$ cat src/rtl/dog_stack_pipe.sv
// Difference-of-Gaussians engine for one octave: streams LEVELS blurred images,
// writes LEVELS-1 signed DoG images and tracks the peak |DoG| of each output level.
module dog_stack_pipe #(
    parameter  int PIX_W    = 8,
    parameter  int WIDTH    = 64,
    parameter  int HEIGHT   = 64,
    parameter  int LEVELS   = 3,
    parameter  int READ_LAT = 2,
    localparam int N        = WIDTH * HEIGHT,
    localparam int ADDR_W   = $clog2(N),
    localparam int DW       = PIX_W + 1,
    localparam int OUTS     = LEVELS - 1
) (
    input  logic                   clk,
    input  logic                   rst_in,
    input  logic                   start,
    output logic                   rd_en,
    output logic [ADDR_W-1:0]      rd_addr,
    input  logic [LEVELS*PIX_W-1:0] rd_pix,
    output logic                   wea,
    output logic [ADDR_W-1:0]      wr_addr,
    output logic [OUTS*DW-1:0]     wr_data,
    output logic [OUTS*PIX_W-1:0]  max_abs,
    output logic                   busy,
    output logic                   done
);

    typedef enum logic [1:0] {
        S_IDLE  = 2'd0,
        S_READ  = 2'd1,
        S_DRAIN = 2'd2
    } state_t;

    state_t                  r_state;
    state_t                  w_next;
    logic                    r_rd_en;
    logic                    r_wea;
    logic                    r_busy;
    logic                    r_done;
    logic [ADDR_W-1:0]       r_rd_addr;
    logic [ADDR_W-1:0]       r_wr_addr;
    logic [ADDR_W-1:0]       r_wcnt;
    logic [OUTS*DW-1:0]      r_wr_data;
    logic [OUTS*PIX_W-1:0]   r_max;
    logic [READ_LAT-1:0]     r_vld;
    logic [OUTS*DW-1:0]      w_diff;
    logic [OUTS*PIX_W-1:0]   w_abs;
    logic                    w_accept;
    logic                    w_last_rd;
    logic                    w_last_wr;

    assign w_accept  = (r_state == S_IDLE) && start;
    assign w_last_rd = (r_rd_addr == ADDR_W'(N - 1));
    assign w_last_wr = r_wea && (r_wr_addr == ADDR_W'(N - 1));

    // Zero-extended subtraction cannot overflow; |DoG| always fits in PIX_W bits.
    always_comb begin
        w_diff = '0;
        w_abs  = '0;
        for (int k = 0; k < OUTS; k++) begin
            w_diff[k*DW +: DW] = {1'b0, rd_pix[k*PIX_W +: PIX_W]}
                               - {1'b0, rd_pix[(k+1)*PIX_W +: PIX_W]};
            w_abs[k*PIX_W +: PIX_W] = r_wr_data[k*DW + PIX_W]
                                    ? PIX_W'(-r_wr_data[k*DW +: DW])
                                    : r_wr_data[k*DW +: PIX_W];
        end
    end

    always_comb begin
        w_next = r_state;
        case (r_state)
            S_IDLE:  if (start)     w_next = S_READ;
            S_READ:  if (w_last_rd) w_next = S_DRAIN;
            S_DRAIN: if (w_last_wr) w_next = S_IDLE;
            default:                w_next = S_IDLE;
        endcase
    end

    always_ff @(posedge clk or posedge rst_in) begin
        if (rst_in) r_state <= S_IDLE;
        else        r_state <= w_next;
    end

    always_ff @(posedge clk or posedge rst_in) begin
        if (rst_in) begin
            r_rd_en   <= 1'b0;
            r_rd_addr <= '0;
            r_busy    <= 1'b0;
            r_done    <= 1'b0;
            r_vld     <= '0;
            r_wea     <= 1'b0;
            r_wr_addr <= '0;
            r_wcnt    <= '0;
            r_wr_data <= '0;
            r_max     <= '0;
        end else begin
            r_done <= 1'b0;
            case (r_state)
                S_IDLE: if (start) begin
                    r_busy    <= 1'b1;
                    r_rd_en   <= 1'b1;
                    r_rd_addr <= '0;
                    r_wcnt    <= '0;
                end
                S_READ: begin
                    if (w_last_rd) r_rd_en   <= 1'b0;
                    else           r_rd_addr <= r_rd_addr + 1'b1;
                end
                S_DRAIN: if (w_last_wr) begin
                    r_busy    <= 1'b0;
                    r_done    <= 1'b1;
                    r_rd_addr <= '0;
                end
                default: ;
            endcase

            // Issue valids travel alongside the BRAM read latency.
            r_vld[0] <= r_rd_en;
            for (int i = 1; i < READ_LAT; i++) r_vld[i] <= r_vld[i-1];

            r_wea <= r_vld[READ_LAT-1];
            if (r_vld[READ_LAT-1]) begin
                r_wr_data <= w_diff;
                r_wr_addr <= r_wcnt;
                r_wcnt    <= r_wcnt + 1'b1;
            end

            if (r_wea) begin
                for (int k = 0; k < OUTS; k++) begin
                    if (w_abs[k*PIX_W +: PIX_W] > r_max[k*PIX_W +: PIX_W])
                        r_max[k*PIX_W +: PIX_W] <= w_abs[k*PIX_W +: PIX_W];
                end
            end
            if (w_accept) r_max <= '0;
        end
    end

    assign rd_en   = r_rd_en;
    assign rd_addr = r_rd_addr;
    assign wea     = r_wea;
    assign wr_addr = r_wr_addr;
    assign wr_data = r_wr_data;
    assign max_abs = r_max;
    assign busy    = r_busy;
    assign done    = r_done;

endmodule

$ cat config.mk
export PLATFORM = sky130hd
export DESIGN_NAME = dog_stack_pipe
export DESIGN_NICKNAME = d
export VERILOG_FILES = /design/src/rtl/dog_stack_pipe.sv
export SDC_FILE = /design/constraint.sdc
export NUM_CORES = 1
export LEC_CHECK = 0
export ABC_AREA = 1
export ABC_CLOCK_PERIOD_IN_PS = 4070
export CAP_MARGIN = 20
export CORE_ASPECT_RATIO = 1.1
export CORE_UTILIZATION = 50
export CTS_CLUSTER_SIZE = 20
export DETAILED_ROUTE_END_ITERATION = 8
export DONT_BUFFER_PORTS = 1
export SETUP_SLACK_MARGIN = 0.02
export SYNTH_ARGS = -nofsm -noshare
export SYNTH_HDL_FRONTEND = slang
export SYNTH_SLANG_ARGS = --single-unit
export TNS_END_PERCENT = 100
$ cat constraint.sdc
create_clock -name clk -period 4.07 [get_ports clk]
set_input_delay 1.221 -clock clk [delete_from_list [all_inputs] [get_ports clk]]
set_output_delay 1.221 -clock clk [all_outputs]
set_load 0.02 [all_outputs]
==> impl_metrics.yaml, run 1 <==
# generated from flow reports
status:
  status: "completed"
cts:
  cts_hold_buf: 0
  cts_resized: 0
  insertion_delay_ns: 0.36
  h-tree-depth: 3
pwr:
  power_frac_clock: 0.292
  maxPowerGroup: "registers"
  p_switching_uw: 1011
  power_leakage_uw: 0.002884
  pg_comb_uw: 736
finish:
  nNonClkBuffers: 3
  flop_area_mm2: 0.001952
  finalNonFillerCells: 815
  area_growth_pct: 7.474
  finalNetCount: 758
  final_common_cell: "nand2_1"
synth:
  ff_type: "dfrtp_1"
  yosysChipArea_mm2: 0.004972
  synth_area_mm2: 0.004972
  synth_area_per_cell_um2: 7.185
  ys_sh_aoi: 0.08379
  async_flop_share: 1.000
  common_cells: "nand2_1 (240), inv_1 (99), dfrtp_1 (78), nand3_1 (55), nor2_1 (43)"
  synth_seq_share: 0.3926
  ys_cells: 692
critical_path:
  path_buffers: 1
  crit_chain: "inv_1 -> ha_1 -> nand3_1 -> nand2_1 -> nand2_1 -> nand2_1 -> ha_1 -> nand2_1 -> nor2_1 -> nand2_1 -> nand2_1 -> nand2_1 -> nand3_1 -> nand2_1"
  arrival_ns: 2.85
  cp_slowest_cell: "dfrtp_1"
  critPathCaptureType: "register"
place:
  io_buffers: 0
  dp_hpwl_um: 8829
route:
  viasPerCell: 5.274
  ant_nets: 0
final_timing:
  min_period_ns: 2.604
  holdWs_ns: 0.3544
  final.setup.tns_ns: 0
global_routing:
  grt_max_degree: 43
  overflow: 0
  grt_pass1_wl_um: 19620
worst_hold_path:
  worstHoldStart: "r_vld[0]$_DFF_PP0_"
[run 1: per-stage QoR]
stage	setup WS [ns]	power, uW	util	area [um2]
6_report	1.466	2646	0.5631	5344
3_3_place_gp	1.356	1877	0.5349	5076
5_1_grt	1.142	2849	0.5631	5344
3_5_place_dp	1.318	1897	0.5349	5076
4_1_cts	1.479	2677	0.5631	5344
2_1_floorplan	0.8540	1716	-	4972
[run 1: flip-flops by register name (all words and copies together), names as in the netlist]
register,count
busy,1
done,1
r_vld,2
r_wcnt,12
max_abs,16
wr_addr,12
wea,1
r_state,2
rd_addr,12
wr_data,18
rd_en,1
[run 1: routing by layer]
layer	global-route usage	routed length, um	share of wire
met3	0.04498	505	0.044
met2	0.4341	5920	0.51
met1	0.2761	4962	0.43
met5	0	0	0
met4	0.08102	184	0.016
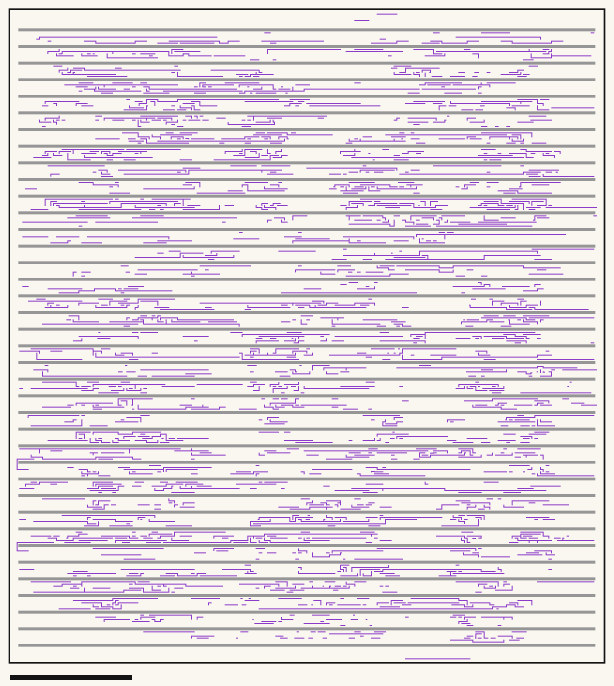
**Above:** run 1 (metal 1).
The bar under the picture is 20 um long. Supply wires on this layer in grey.
The layer carries 4960 um of wire. 725 nets have wire on it.
detailed-route wire length: 11570 um
met1 Use GR: 0.2761
via count: 4298

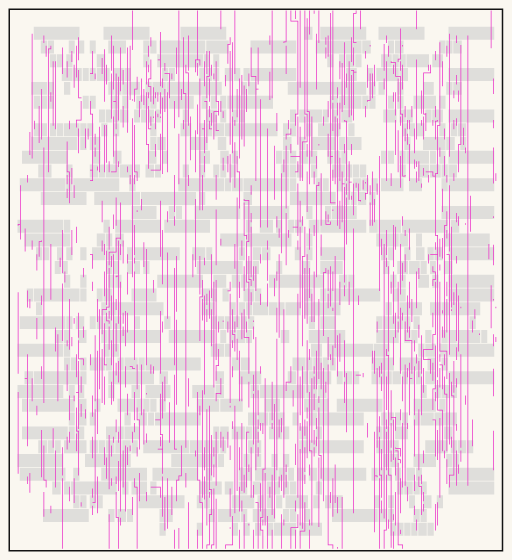
**Above:** run 1 (M2 wires).
The layer carries 5920 um of wire. 580 nets have wire on it. The longest straight run is 88.7 um. The wires run mostly vertical. The layer holds 51% of the routed length.
met2 Use GR: 0.4341

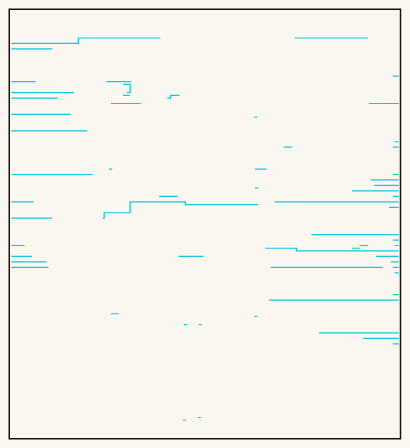
**Above:** run 1 (metal 3).
The layer holds 4.4% of the routed length. The longest straight run is 32.1 um. 51 nets have wire on it. The layer carries 505 um of wire.
GR Layer Usage met3: 0.04498

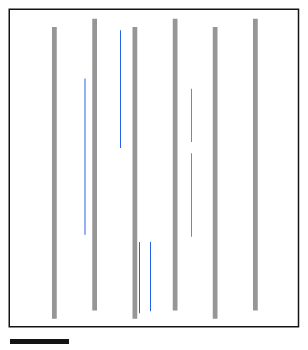
**Above:** run 1 (met4 routing).
The bar under the picture is 20 um long. Supply wires on this layer in grey.
The wires run mostly vertical. The layer holds 1.6% of the routed length.

--- run 2 (diff from run 1) ---
ABC_CLOCK_PERIOD_IN_PS = 2600   (was 4070)
clock period = 2.6 ns   (was 4.07 ns; I/O delays follow)
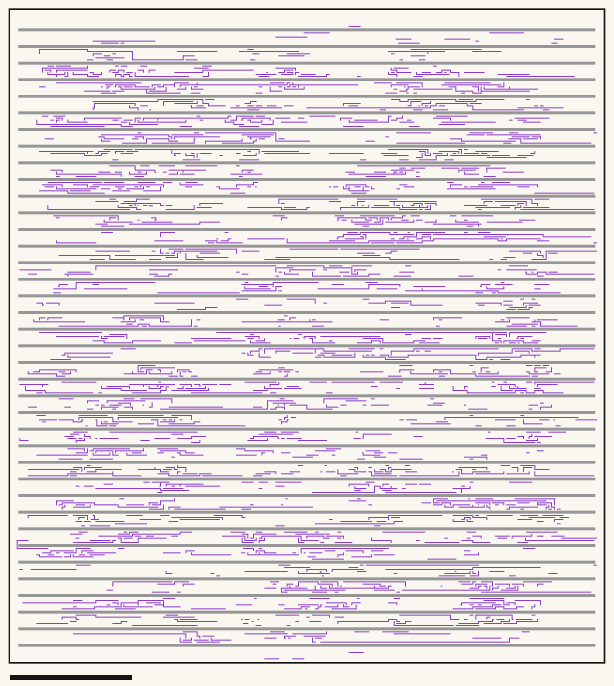
**Above:** run 2 (metal 1).
The bar under the picture is 20 um long. Supply wires on this layer in grey.
The layer holds 43% of the routed length. The longest straight run is 47.4 um. The wires run mostly horizontal.
met1 Use GR: 0.2669
detailed-route wire length: 11600 um

==> run 2 against run 1 <==
Effect of this change:
- synthesized cell count unchanged
- global-route usage fell by 0.41 points
- critical path depth down 2
- hold slack got worse by 0.00085 ns
- core utilization is 0.20 points lower
- first-iteration DRC count grew 20%
- register-to-register slack lost 1.2 ns
- clock power up 7.5%
- area after synthesis unchanged
- power is 45% higher
- critical endpoint is now max_abs[7]$_DFFE_PP0P_
- non-clock buffer count rose by 7
==> impl_metrics.yaml, run 2 <==
# generated from flow reports
global_routing:
  use_met2: 0.4245
  overflow: 0
  grt-busiest-layer: "met2"
  grt_pass1_wl_um: 19310
  met3_usage: 0.05020
cts:
  h-tree-depth: 3
  clk_pin_slew_ns: 0.08
  clock-sinks: 78
  cts_hold_buf: 0
  insertion_delay_ns: 0.36
critical_path:
  path_buffers: 3
  crit_path_start: "wr_data[8]$_DFFE_PP0P_"
  arrival_ns: 2.62
  critPathCaptureType: "register"
synth:
  yosysChipArea_mm2: 0.004972
  synth_seq_share: 0.3926
  ys_cells: 692
  ys_sh_aoi: 0.08379
  synth_area_per_cell_um2: 7.185
  synth_area_mm2: 0.004972
  ff_type: "dfrtp_1"
  common_cells: "nand2_1 (240), inv_1 (99), dfrtp_1 (78), nand3_1 (55), nor2_1 (43)"
  async_flop_share: 1.000
pwr:
  p_switching_uw: 1622
  power_leakage_uw: 0.002870
  power_frac_clock: 0.217
  finalPower_uw: 3830
final_timing:
  min_period_ns: 2.377
  final.setup.tns_ns: 0
  holdWs_ns: 0.3536
  setup_slack_ns: 0.2232
finish:
  fin_area_mm2: 0.005325
  largest_reg_flops: 18
  area_growth_pct: 7.096
  final_common_cell: "nand2_1"
  flop_area_mm2: 0.001957
  finalNetCount: 765
route:
  ant_nets: 0
  top_layer: "met4"
  met1_length_um: 4935
  viasPerCell: 5.339
  dr_wl_met2_um: 5849
  vias: 4389
  route.met3.wl_um: 586
place:
  pre_cts_slack_ns: 0.1428
  placed_area_mm2: 0.005144
  dp_hpwl_um: 8924
worst_hold_path:
  worstHoldStart: "r_vld[0]$_DFF_PP0_"
floorplan:
  die_w_um: 97.08
status:
  status: "completed"
[run 2: power by group through the flow]
| stage | Clock (uW) | Combinational (uW) | Sequential, uW |
|---|---|---|---|
| 6_report | 830 | 1220 | 1780 |
| 5_1_grt | 895 | 1430 | 1800 |
| 4_1_cts | 846 | 1230 | 1780 |
| 3_5_place_dp | 0 | 1220 | 1800 |
| 3_3_place_gp | 0 | 1180 | 1800 |
| 2_1_floorplan | 0 | 946 | 1740 |
[run 2: area by class of cell]
class	instances	share of cell area
sequential	78	0.3675
inverter	104	0.07425
timing repair buffer	10	0.01645
multi-input combinational	497	0.4817
clock buffer	9	0.02326
tap	117	0.02749
clock inverter	7	0.009398
[run 2: timing repair]
item,in CTS,in global routing
hold endpoints to repair,0,0
gates resized,0,5
endpoints found under the setup margin,0,14
--- run 3 (diff from run 2) ---
GPL_TIMING_DRIVEN = 0   (was unset)
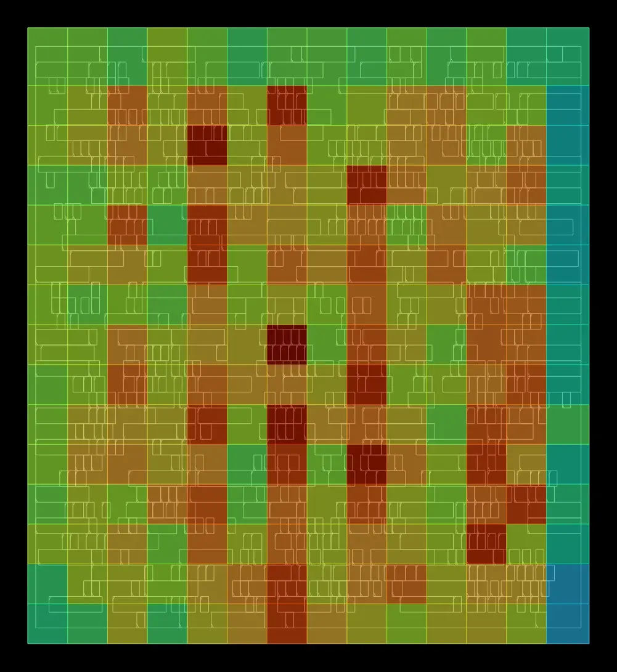
**Above:** run 3 (routing congestion map).
GR Layer Usage met3: 0.05346
WL per Instance: 14.96 um

==> run 3 against run 2 <==
Effect of this change:
- clock power grew about 20%
- routed wire length grew 6.3%
- core utilization grew 0.51 points
- critical endpoint is now max_abs[6]$_DFFE_PP0P_
- non-clock buffer count grew 4
- worst setup slack gained 0.017 ns
- first-iteration DRC count grew 22%
==> impl_metrics.yaml, run 3 <==
# generated from flow reports
pwr:
  power_frac_clock: 0.253
  power_leakage_uw: 0.002882
  pg_comb_uw: 1210
finish:
  fin_area_mm2: 0.005374
  largest_cell_class: "multi-input combinational cells"
  n_all_inverters: 104
  area_growth_pct: 8.077
  nNonClkBuffers: 14
  finalNonFillerCells: 824
  comb_share: 0.4796
  multi_input_comb_cells: 497
  nFlopsAndLatches: 78
synth:
  synth_area_per_cell_um2: 7.185
  common_cells: "nand2_1 (240), inv_1 (99), dfrtp_1 (78), nand3_1 (55), nor2_1 (43)"
  synth_area_mm2: 0.004972
  ys_sh_aoi: 0.08379
  yosysChipArea_mm2: 0.004972
  ys_cells: 692
global_routing:
  use_met2: 0.4427
  grt_pass1_wl_um: 20340
  overflow: 0
route:
  top_layer: "met4"
  drt-total-wl_um: 12330
  viasPerCell: 5.379
  ant_nets: 0
  met1_length_um: 5249
final_timing:
  setup_slack_ns: 0.2400
cts:
  cts_hold_buf: 0
  clk_pin_slew_ns: 0.08
  clock-sinks: 78
  insertion_delay_ns: 0.37
floorplan:
  tap_cells: 117
  die_w_um: 97.08
status:
  status: "completed"
critical_path:
  cp_slowest_cell: "dfrtp_2"
  crit_chain: "inv_1 -> ha_1 -> nor2_1 -> xor2_1 -> ha_1 -> nand2_1 -> inv_1 -> nand3b_1 -> nand2_1 -> inv_2 -> nand2_4 -> nand3_1 -> nand2_1"
place:
  placed_area_mm2: 0.005142
  io_buffers: 0
==> run 3: cell counts after synthesis <==
Identical to the previous run, type by type.
==> run 3: timing repair <==
action,CTS,global route
pin swaps,0,0
resized,2,8
endpoints found under the hold margin,0,0
gates cloned,0,0
setup endpoints to repair,8,16
==> run 3: worst max-delay path by stage <==
stage	to	slack [ns]
2_1_floorplan	max_abs[7]$_DFFE_PP0P_	0.44
3_3_place_gp	max_abs[7]$_DFFE_PP0P_	0.02
3_5_place_dp	max_abs[0]$_DFFE_PP0P_	-0.03
4_1_cts	max_abs[8]$_DFFE_PP0P_	0.03
5_1_grt	max_abs[6]$_DFFE_PP0P_	0.05
6_report	max_abs[6]$_DFFE_PP0P_	0.24
No activity file was given, so power comes from the tool's default toggle rates.
